**src/rtl/uart_tx_ctrl.sv**
```systemverilog
// UART TX frame sequencer: walks start/data/parity/stop, drives the serializer
// shift enable and busy lock, and registers the muxed serial line.
module uart_tx_ctrl #(
  parameter int Data_Width = 8  // serializer counter is 3 bits, so only 8 works
) (
  input  logic                  clk,
  input  logic                  rst,
  input  logic [Data_Width-1:0] P_Data,
  input  logic                  Data_Valid,
  input  logic                  PAR_EN,
  input  logic                  PAR_TYP,
  input  logic                  Ser_Done,
  input  logic                  Ser_Data,
  output logic                  Ser_En,
  output logic                  Busy,
  output logic                  TX_OUT
);

  typedef enum logic [2:0] {
    IDLE   = 3'd0,
    START  = 3'd1,
    DATA   = 3'd2,
    PARITY = 3'd3,
    STOP   = 3'd4
  } state_e;

  typedef enum logic [1:0] {
    SEL_HIGH  = 2'd0,
    SEL_START = 2'd1,
    SEL_DATA  = 2'd2,
    SEL_PAR   = 2'd3
  } sel_e;

  state_e state, state_nxt;
  sel_e   sel;
  logic   par_en_q, par_typ_q, par_bit;
  logic   accept;
  logic   tx_mux;

  // A frame is only taken in IDLE; the serializer loads on the same edge
  // because Busy is low there.
  assign accept = (state == IDLE) && Data_Valid;

  always_ff @(posedge clk or negedge rst) begin
    if (!rst) begin
      state     <= IDLE;
      par_en_q  <= 1'b0;
      par_typ_q <= 1'b0;
      par_bit   <= 1'b0;
    end else begin
      state <= state_nxt;
      if (accept) begin
        par_en_q  <= PAR_EN;
        par_typ_q <= PAR_TYP;
        par_bit   <= (^P_Data) ^ PAR_TYP;
      end
    end
  end

  always_comb begin
    state_nxt = state;
    Busy      = 1'b1;
    Ser_En    = 1'b0;
    sel       = SEL_HIGH;
    case (state)
      IDLE: begin
        Busy = 1'b0;
        if (Data_Valid) state_nxt = START;
      end
      START: begin
        sel       = SEL_START;
        state_nxt = DATA;
      end
      DATA: begin
        Ser_En = 1'b1;
        sel    = SEL_DATA;
        if (Ser_Done) state_nxt = par_en_q ? PARITY : STOP;
      end
      PARITY: begin
        sel       = SEL_PAR;
        state_nxt = STOP;
      end
      STOP: begin
        state_nxt = IDLE;
      end
      default: begin
        Busy      = 1'b0;
        state_nxt = IDLE;
      end
    endcase
  end

  always_comb begin
    tx_mux = 1'b1;
    case (sel)
      SEL_START: tx_mux = 1'b0;
      SEL_DATA:  tx_mux = Ser_Data;
      SEL_PAR:   tx_mux = par_bit;
      default:   tx_mux = 1'b1;
    endcase
  end

  // Line is registered, so it trails the state by one bit period.
  always_ff @(posedge clk or negedge rst) begin
    if (!rst) TX_OUT <= 1'b1;
    else      TX_OUT <= tx_mux;
  end

  logic unused_par_typ_q;
  assign unused_par_typ_q = par_typ_q;

endmodule

```
**config.mk**
```make
export PLATFORM = sky130hd
export DESIGN_NAME = uart_tx_ctrl
export DESIGN_NICKNAME = d
export VERILOG_FILES = /design/src/rtl/uart_tx_ctrl.sv
export SDC_FILE = /design/constraint.sdc
export NUM_CORES = 1
export LEC_CHECK = 0
export ABC_AREA = 1
export CAP_MARGIN = 15
export CORE_AREA = 2 2 39 41
export DETAILED_ROUTE_END_ITERATION = 12
export DIE_AREA = 0 0 41 43
export GPL_TIMING_DRIVEN = 0
export PLACE_DENSITY = 0.68
export REMOVE_ABC_BUFFERS = 1
export SKIP_CTS_REPAIR_TIMING = 1
export SYNTH_ARGS = -nofsm -noshare
export SYNTH_HDL_FRONTEND = slang
export SYNTH_SLANG_ARGS = --single-unit
```
**constraint.sdc**
```tcl
create_clock -name clk -period 2.3 [get_ports clk]
set_input_delay 0.46 -clock clk [delete_from_list [all_inputs] [get_ports clk]]
set_output_delay 0.46 -clock clk [all_outputs]
set_load 0.005 [all_outputs]
```
placement_by_type.png
Scale bar: 10 um.
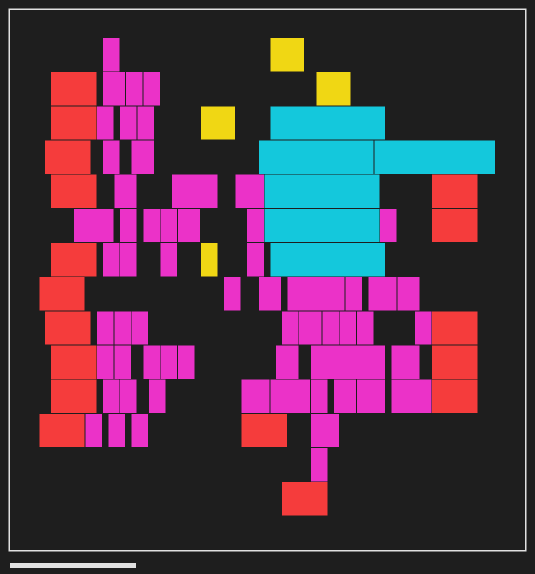
legend:
  cyan:
    class: flops
    cells: 6
  red:
    class: other buffers and delay cells
    cells: 17
  magenta:
    class: combinational and other logic
    cells: 60
  yellow:
    class: clock drivers and dummy loads
    cells: 4

==> out/metrics.yaml <==
status: "finished clean"
worstMarginPinSlew_ps: 251.0
r2r-end: "par_en_q"
slowest_stage: "clkdlybuf4s50_1"
layout_top_cell: "nand2_1"
globalRouteMet3Util_pct: 3.141
seq_power_uw: 217
hold_viol_final: 0
async_flop_share_pct: 100.0
total_power_uw: 669.7
internal_power_uw: 406.5
grt_use_met1_pct: 11.15
n_antenna_cell: 0
place_ws_ps: 572.5
clockRootBuffer: "clkbuf_4"
die_y_um: 43
grt_pass1_wl_um: 1262
edf_count: 0
worst-path-buf-inv: 1
first_pass_iters: 1
required_ps: 1840
max_cap_viol_count: 0
tns_ps: 0
grt_pass1_vias: 371
clk_routes.png
Scale bar: 10 um.
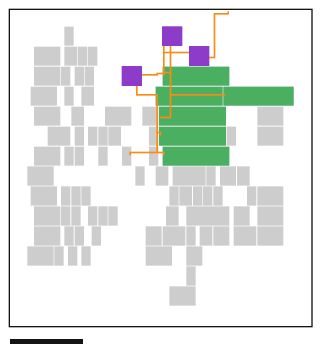
legend:
  purple:
    item: clock drivers
    count: 3
  green:
    item: flip-flops
    count: 6
  orange:
    item: clock wires
    length: 65.4 um
routed clock nets: 4

-- logic make-up (layout without fill, tap and decap cells) --
logic type,after synthesis,in the layout,synth area share (%)
simple gates,37,37,42.13
buf+inv,16,37,13.48
flops,6,6,33.99
compound gates,5,5,6.459
xor+xnor,2,2,3.933
-- state kept, by name, summed over array words and instances, names as in the netlist --
signal and cells:
par_en_q 1, TX_OUT 1, par_bit 1, state 3
-- final cells by class --
| class | count | area [um2] |
|---|---|---|
| fillers | 155 | 721.9 |
| flip-flops and latches | 6 | 151.4 |
| multi-input cells | 44 | 234.0 |
| clock buffers | 4 | 26.28 |
| inverters | 16 | 60.06 |
| well taps | 16 | 20.02 |
| repair buffers | 17 | 170.2 |
